===== config.mk =====
export PLATFORM = sky130hd
export DESIGN_NAME = hsv2rgb
export DESIGN_NICKNAME = d
export VERILOG_FILES = /design/src/rtl/hsv2rgb.sv
export SDC_FILE = /design/constraint.sdc
export NUM_CORES = 1
export LEC_CHECK = 0
export CORE_UTILIZATION = 60
export CTS_BUF_LIST = sky130_fd_sc_hd__clkbuf_2
export DETAILED_ROUTE_END_ITERATION = 16
export GPL_ROUTABILITY_DRIVEN = 0
export MAX_ROUTING_LAYER = met4
export PLACE_DENSITY_LB_ADDON = 0.25
export SETUP_SLACK_MARGIN = 0.3
export SYNTH_ARGS = -nofsm -noshare
export SYNTH_HDL_FRONTEND = slang
export SYNTH_SLANG_ARGS = --single-unit

===== constraint.sdc =====
create_clock -name clock -period 10.03 [get_ports clock]
set_clock_uncertainty 0.1 [all_clocks]
set_input_delay 2.006 -clock clock [delete_from_list [all_inputs] [get_ports clock]]
set_output_delay 2.006 -clock clock [all_outputs]
set_load 0.03 [all_outputs]

===== src/rtl/hsv2rgb.sv =====
// hsv2rgb: three-stage pipelined HSV to RGB converter carrying pixel position tags.
// Optional macro HSV2RGB_PACK444_EN adds a registered 12-bit 4:4:4 packed output (rgb444).
module hsv2rgb (
   input  logic        clock,
   input  logic        reset,
   input  logic [7:0]  h,
   input  logic [7:0]  s,
   input  logic [7:0]  v,
   input  logic        hsv_valid,
   input  logic [10:0] hcount_in,
   input  logic [9:0]  vcount_in,
   output logic [7:0]  r,
   output logic [7:0]  g,
   output logic [7:0]  b,
   output logic        rgb_valid,
   output logic [10:0] hcount_out,
   output logic [9:0]  vcount_out
`ifdef HSV2RGB_PACK444_EN
   ,
   output logic [11:0] rgb444
`endif
);

   localparam int unsigned CW  = 8;
   localparam int unsigned PW  = 16;
   localparam int unsigned HCW = 11;
   localparam int unsigned VCW = 10;
   localparam int unsigned RW  = 3;

   localparam logic [CW-1:0] FULL = 8'd255;

   // stage 1 registers
   logic           vld1;
   logic [RW-1:0]  region1;
   logic [CW-1:0]  rem1;
   logic [CW-1:0]  s1;
   logic [CW-1:0]  v1;
   logic [HCW-1:0] hc1;
   logic [VCW-1:0] vc1;

   // stage 2 registers
   logic           vld2;
   logic [RW-1:0]  region2;
   logic           grey2;
   logic [CW-1:0]  p2;
   logic [CW-1:0]  q2;
   logic [CW-1:0]  t2;
   logic [CW-1:0]  v2;
   logic [HCW-1:0] hc2;
   logic [VCW-1:0] vc2;

   // stage 1 combinational: hue sector (h/43) and scaled offset within it
   logic [RW-1:0] region_c;
   logic [CW-1:0] base_c;
   logic [CW-1:0] diff_c;
   logic [CW-1:0] rem_c;

   // Hue sector by threshold compare instead of a divider; base is region*43.
   always_comb begin
      region_c = '0;
      base_c   = '0;
      if (h < 8'd43) begin
         region_c = 3'd0;
         base_c   = 8'd0;
      end else if (h < 8'd86) begin
         region_c = 3'd1;
         base_c   = 8'd43;
      end else if (h < 8'd129) begin
         region_c = 3'd2;
         base_c   = 8'd86;
      end else if (h < 8'd172) begin
         region_c = 3'd3;
         base_c   = 8'd129;
      end else if (h < 8'd215) begin
         region_c = 3'd4;
         base_c   = 8'd172;
      end else begin
         region_c = 3'd5;
         base_c   = 8'd215;
      end
      diff_c = h - base_c;
      rem_c  = CW'(PW'(diff_c) * 16'd6);
   end

   // Stage 1 valid; cleared by reset so in-flight pixels are dropped.
   always_ff @(posedge clock) begin
      if (reset) vld1 <= 1'b0;
      else       vld1 <= hsv_valid;
   end

   // Stage 1 data; free-running, qualified by vld1.
   always_ff @(posedge clock) begin
      region1 <= region_c;
      rem1    <= rem_c;
      s1      <= s;
      v1      <= v;
      hc1     <= hcount_in;
      vc1     <= vcount_in;
   end

   // stage 2 combinational: p/q/t via 16-bit products, each scaled back by >>8
   logic [PW-1:0] sr_c;
   logic [PW-1:0] srn_c;
   logic [CW-1:0] sr8_c;
   logic [CW-1:0] srn8_c;
   logic [PW-1:0] pp_c;
   logic [PW-1:0] qp_c;
   logic [PW-1:0] tp_c;

   // Products are at most 255*255, so nothing overflows 16 bits.
   always_comb begin
      sr_c   = PW'(s1) * PW'(rem1);
      srn_c  = PW'(s1) * PW'(FULL - rem1);
      sr8_c  = CW'(sr_c >> 8);
      srn8_c = CW'(srn_c >> 8);
      pp_c   = PW'(v1) * PW'(FULL - s1);
      qp_c   = PW'(v1) * PW'(FULL - sr8_c);
      tp_c   = PW'(v1) * PW'(FULL - srn8_c);
   end

   // Stage 2 valid.
   always_ff @(posedge clock) begin
      if (reset) vld2 <= 1'b0;
      else       vld2 <= vld1;
   end

   // Stage 2 data; free-running.
   always_ff @(posedge clock) begin
      p2      <= CW'(pp_c >> 8);
      q2      <= CW'(qp_c >> 8);
      t2      <= CW'(tp_c >> 8);
      v2      <= v1;
      region2 <= region1;
      grey2   <= (s1 == '0);
      hc2     <= hc1;
      vc2     <= vc1;
   end

   // stage 3 combinational: sector select, grey override when saturation is zero
   logic [CW-1:0] r_c;
   logic [CW-1:0] g_c;
   logic [CW-1:0] b_c;

   // Map (p,q,t,v) onto r/g/b by sector.
   always_comb begin
      r_c = v2;
      g_c = p2;
      b_c = q2;
      unique case (region2)
         3'd0:    begin r_c = v2; g_c = t2; b_c = p2; end
         3'd1:    begin r_c = q2; g_c = v2; b_c = p2; end
         3'd2:    begin r_c = p2; g_c = v2; b_c = t2; end
         3'd3:    begin r_c = p2; g_c = q2; b_c = v2; end
         3'd4:    begin r_c = t2; g_c = p2; b_c = v2; end
         default: begin r_c = v2; g_c = p2; b_c = q2; end
      endcase
      if (grey2) begin
         r_c = v2;
         g_c = v2;
         b_c = v2;
      end
   end

   // Output registers: load only on a valid pixel, otherwise hold.
   always_ff @(posedge clock) begin
      if (reset) begin
         rgb_valid  <= 1'b0;
         r          <= '0;
         g          <= '0;
         b          <= '0;
         hcount_out <= '0;
         vcount_out <= '0;
`ifdef HSV2RGB_PACK444_EN
         rgb444     <= 12'h000;
`endif
      end else begin
         rgb_valid <= vld2;
         if (vld2) begin
            r          <= r_c;
            g          <= g_c;
            b          <= b_c;
            hcount_out <= hc2;
            vcount_out <= vc2;
`ifdef HSV2RGB_PACK444_EN
            rgb444     <= {r_c[7:4], g_c[7:4], b_c[7:4]};
`endif
         end
      end
   end

endmodule


Fig. 1: run 1, gate-type map
Scale bar: 50 µm.
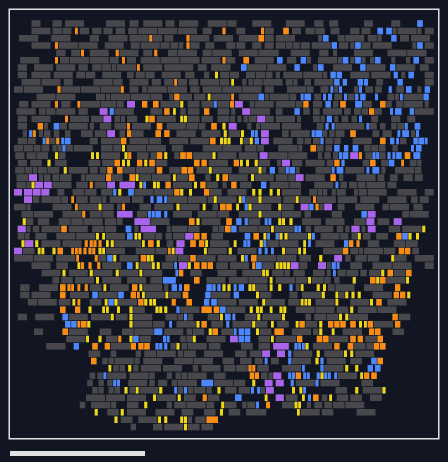
purple -> XOR/XNOR gates  # cells 53
yellow -> inverters  # cells 239
orange -> NOR gates  # cells 203
blue -> NAND gates  # cells 222, where all over the die
Comb area share: 65.1%
number of standard cells in the layout, taps in and fillers out: 1966
leading cell type in the layout, fill and taps excluded: inv_1

Fig. 2: run 1, clock wires, drivers and flops
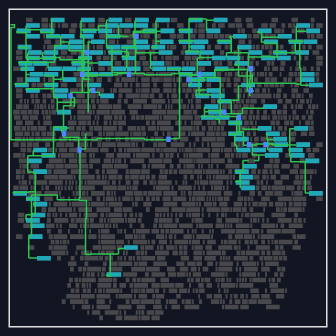
blue -> cells driving clock nets  # count 17
green -> clock wires  # length 1880 µm
cyan -> flip-flops  # count 152
routed clock nets = 18

Fig. 3: run 1, routing congestion map
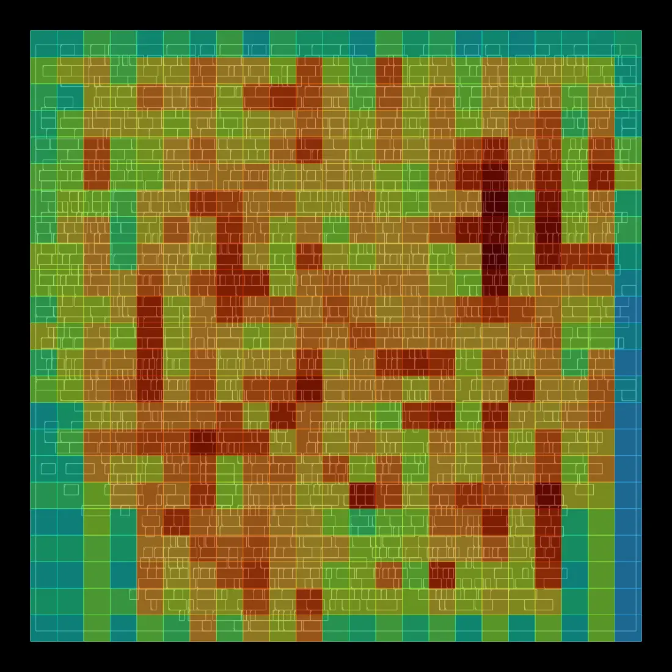
GRT met3 Usage: 3.71%
overall fraction of global-route tracks in use: 28.0%
met2 usage: 46.9%
global route hottest layer: met2
final cell utilization of the core: 68.2%

==> impl_metrics.yaml, run 1 <==
# physical design summary
finish:
  drive_above_1_share_pct: 5.16
  layout_top_cells: "inv_1 (236), ha_1 (178), fa_1 (174), dfxtp_1 (150), nor2b_1 (125)"
  sequential_cell_area_um2: 3050
  fin_area_um2: 16200
  n_fill_cell: 1891
  area.combinational_um2: 10500
  design.final.nets: 2033
cts:
  max-clock-path-buffers: 2
  post_cts_buffers: 0
  clock_slew_at_reported_path_ffs_ns: 0.24
  ctsHoldBuffers: 0
  ctsRootBufferMaster: "clkbuf_2"
synth:
  synth_async_sr_flop_share_pct: 0
  synth_chip_area_um2: 14700
  simple_gate_area_share_pct: 18.4
  enable_flop_cells: 0
  synth.logic.top_family: "adder cells"
  yosysTopAreaCellShare_pct: 23.6
  synthesized_area_fraction_occupied_by_ao_oa_aoi_and_oai_cells_pct: 8.97
  fp_nets: 1971
  adder_share_pct: 38.8
  synth.largest_area_cell: "fa_1"
  ys.flops: 152
  netlist_area_um2: 14700
  synth-cells-yosys: 1571
  area_fraction_in_mux_cells_pct: 1.97
status:
  status: "finished, final reports clean"
job:
  timing.max_cap.violations: 0
routing:
  via_per_inst: 5.53
  wire_length_after_detailed_routing_mm: 32.6
  drt_pass1_iterations: 5
  post_drt_wl_per_cell_um: 16.6
final_timing:
  unrepaired_setup_endpoints_after_global_routing: "no"
  final.setup.tns_ns: 0
  finalHoldViolations: 0
  max_freq_ghz: 0.108
  time_the_worst_path_needs_with_i_o_delays_and_setup_ns: 9.25
floorplan:
  chipArea_um2: 25200
  die_w_um: 159
  std_cell_rows: 56
grt:
  first_pass_grt_wire_length_mm: 55.2
setup_path:
  critical_path.slowest_cell: "dfxtp_1"
  crit_top_cell: "fa_1"
  reg2reg_end: "t2[6]"
  path_class: "reg -> reg"
  crit_required_ns: 10.58
-- run 1: worst max path at each step --
| stage | start | to | cells past startpoint |
|---|---|---|---|
| final | s1[4] | t2[6] | 32 |
| after global routing | s1[4] | t2[6] | 32 |
| after CTS | s1[5] | t2[6] | 29 |
| after detailed placement | s1[5] | t2[6] | 29 |
| after global placement | s1[5] | t2[6] | 29 |
| after floorplan | s1[5] | q2[5] | 32 |
-- run 1: through the flow --
stage	instances	hold WS [ns]
finish	1966	0.239
global route	1966	0.220
CTS	1965	0.239
detailed placement	1933	0.213
global placement	1933	0.210
floorplan	1571	0.210
-- run 1: state kept, by name (all words and copies together), names as in the netlist, 7 cells and up --
name,count
r,8
b,8
hc2,11
v1,8
p2,8
t2,8
vcount_out,10
vc2,10
hc1,11
hcount_out,11
g,8
s1,8
vc1,10
v2,8
rem1,7
q2,8
-- run 1: routing by layer --
layer / part of all wire (%) / global-route usage, %
met1: 43 / 35.0
met3: 5.6 / 3.71
met2: 49 / 46.9
met4: 2.5 / 8.61
met5: 0 / -
-- run 1: critical path, delay by kind of cell, from the launching register on --
family,cells,cell delay (ns)
AND-OR/OR-AND,10,1.97
XOR/XNOR,2,0.55
adder cells (fa/ha/maj),10,4.21
buffers and inverters,7,0.86
flip-flops,1,0.82
AND/OR/NAND/NOR,3,0.63
-- run 1: layout make-up --
type                            count  area share [%]
Antenna cell                        1          0.0154
Clock buffer                       17           0.525
Clock inverter                     15            1.15
Inverter                          239            5.54
Multi-Input combinational cell   1115            65.1
Sequential cell                   152            18.8
Tap cell                          319            2.46
Timing Repair Buffer              108            6.44
## Run 2: what changed since run 1
- CORE_UTILIZATION: 60 -> 40
- CTS_CLUSTER_SIZE: not set -> 10
==> run 2 against run 1 <==
Effect of this change:
- design area up 1.5%
- global-route usage down 9.3 points
- highest routed layer unchanged
- hold slack worse by 0.012 ns
- synthesized area unchanged
- clock-buffer cell count unchanged
- largest cell class unchanged
- sequential cell count unchanged
- critical path type unchanged
- critical path depth down 2
- maximum frequency up 3.9%
==> impl_metrics.yaml, run 2 <==
# physical design summary
routing:
  via_per_inst: 4.99
  drt_pass1_iterations: 7
  ant_nets: 0
  first_iter_violations: 537
setup_path:
  crit_required_ns: 10.64
  path_class: "reg -> reg"
  critPathArrivalTime_ns: 9.51
  cpPeakStageDelay_ns: 0.63
  crit_buf_inv: 8
  worst_path_dominant_cell_family: "adder cells"
  crit_top_cell: "fa_1"
  critical_path.slowest_cell: "fa_1"
  crit_path_max_fanout: 9
place:
  place.port_buffers: 93
  dp.final_hpwl_mm: 25.3
synth:
  netlist_top_cells_count: "inv_1 (236), ha_1 (178), fa_1 (174), dfxtp_1 (152), nor2b_1 (125)"
  synth.largest_area_cell: "fa_1"
  synth_async_sr_flop_share_pct: 0
  dominantRegCellSynth: "dfxtp_1"
  netlist_area_um2: 14700
  yosysTopAreaCellShare_pct: 23.6
  ys.flops: 152
  simple_gate_area_share_pct: 18.4
  fp_nets: 1971
  ys_top_cells_by_area: "fa_1 (24%), dfxtp_1 (21%), ha_1 (15%), inv_1 (6.0%), nor2b_1 (5.3%)"
  synth-seq-area-share_pct: 20.6
  area_fraction_in_mux_cells_pct: 1.97
  synthesized_area_fraction_occupied_by_ao_oa_aoi_and_oai_cells_pct: 8.97
  top_cell: "inv_1"
  xor_share_pct: 3.35
  adder_share_pct: 38.8
  synth-cells-yosys: 1571
  synth_chip_area_um2: 14700
  enable_flop_cells: 0
  synth.logic.top_family: "adder cells"
  synthesis.instances: 1571
cts:
  number_of_cts_inserted_buffers: 17
  max-clock-path-buffers: 2
  ctsHoldBuffers: 0
  post_cts_buffers: 0
  post_cts.resized_instances: 0
  ctsRootBufferMaster: "clkbuf_2"
  clkLatencyLatePin_ns: 0.75
  clock_slew_at_reported_path_ffs_ns: 0.26
  cts.sink_count: 152
finish:
  layout_top_cells: "inv_1 (236), ha_1 (178), fa_1 (174), dfxtp_1 (151), nor2b_1 (125)"
  reg.largest.list: "hc1: 11 flops, hc2: 11 flops, hcount_out: 11 flops"
  drive_above_1_share_pct: 5.50
  design.final.nets: 2043
  antenna_cells_inserted: 0
  layout_top_cell_excl_fill_tap: "inv_1"
  layout.core_utilization_pct: 45.8
final_timing:
  finalHoldViolations: 0
  max_freq_ghz: 0.112
  timing.final.crit_share_pct: 88.7
  worstMarginPinSlew_ns: 1.13
  unrepaired_setup_endpoints_after_global_routing: "no"
  time_the_worst_path_needs_with_i_o_delays_and_setup_ns: 8.90
  final.setup.tns_ns: 0
grt:
  global_route.usage.total_pct: 18.7
  overall_overflow_remaining_after_global_route: 0
  grt_start_max_net_pins: 54
  grt_pass1_vias: 11094
  first_pass_grt_wire_length_mm: 55.3
floorplan:
  core_region_area_um2: 35900
  fp_util_pct: 41.0
  chipArea_um2: 37600
  std_cell_rows: 69
  die_w_um: 194
  die_height_um: 194
  pin_count: 94
hold_path:
  worst_hold_path_type: "reg -> reg"
status:
  status: "finished, final reports clean"
job:
  timing.max_cap.violations: 0
==> run 2: cell counts after synthesis <==
Identical to the previous run, type by type.
==> run 2: metrics by stage <==
stage	cell area, µm²	cells	hold slack, ns	worst slack, ns
2_1_floorplan	14700	1571	0.210	1.96
3_3_place_gp	16200	2085	0.210	1.23
3_5_place_dp	16200	2085	0.212	1.05
4_1_cts	16400	2116	0.222	0.984
5_1_grt	16400	2116	0.221	0.510
6_report	16400	2116	0.227	1.13
==> run 2: worst paths after layout <==
path | startpoint | to | depth (start not counted)
hold / removal | vc1[5] | vc2[5] | 0
setup / recovery | s1[5] | t2[6] | 30
hold reg to reg | vc1[5] | vc2[5] | 0
setup reg to reg | s1[5] | t2[6] | 30
==> run 2: metal layers <==
layer  share of wire [%]  up-vias  global-route usage, %
met5                   0        -                      -
met3                 3.2       28                   2.16
met2                  48      162                   30.9
met1                  48     5205                   24.7
met4                 1.1        0                   3.67
li1                    -     5158                      -
==> run 2: layout make-up <==
| class | instances | area, µm² |
|---|---|---|
| Tap cell | 461 | 577 |
| Inverter | 239 | 897 |
| Clock inverter | 14 | 193 |
| Multi-Input combinational cell | 1115 | 10500 |
| Clock buffer | 17 | 85.1 |
| Fill cell | 3464 | 19500 |
| Timing Repair Buffer | 118 | 1120 |
| Sequential cell | 152 | 3040 |
Fig. 4: run 2, signal wires on met3
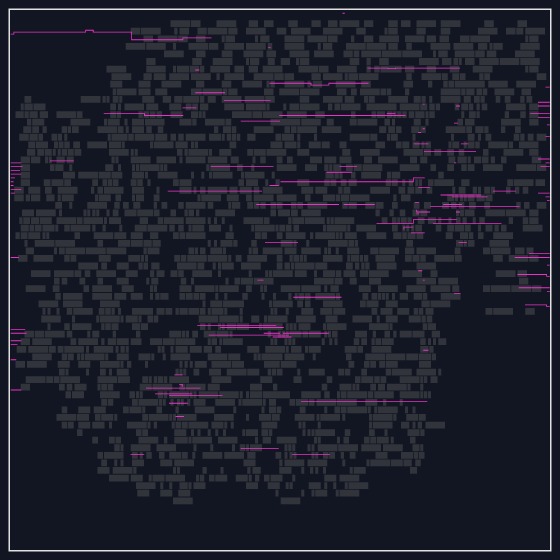
longest straight run = 47.6 µm
nets with wire on the layer = 81
share of all routed wire = 3.2%
wire length after detailed routing: 32.6 mm
GRT met3 Usage: 2.16%

Fig. 5: run 2, routing congestion map
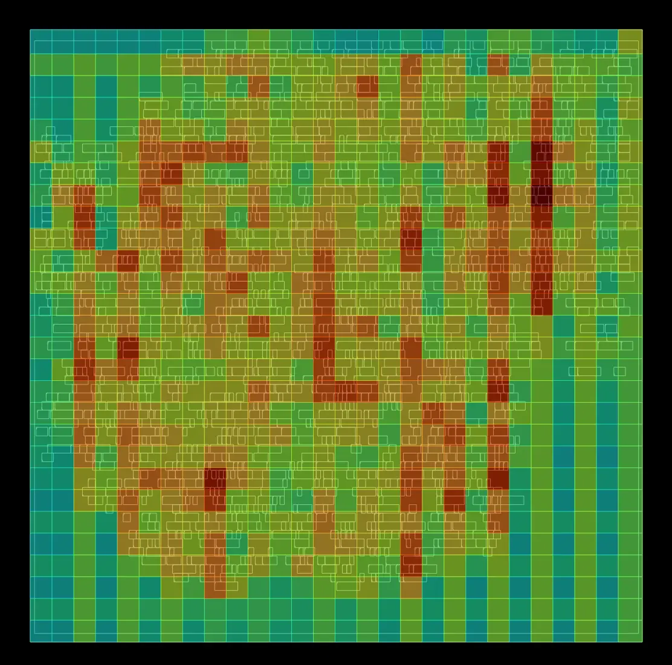
met2 usage: 30.9%
post-detailed-route wirelength per cell: 15.4 µm

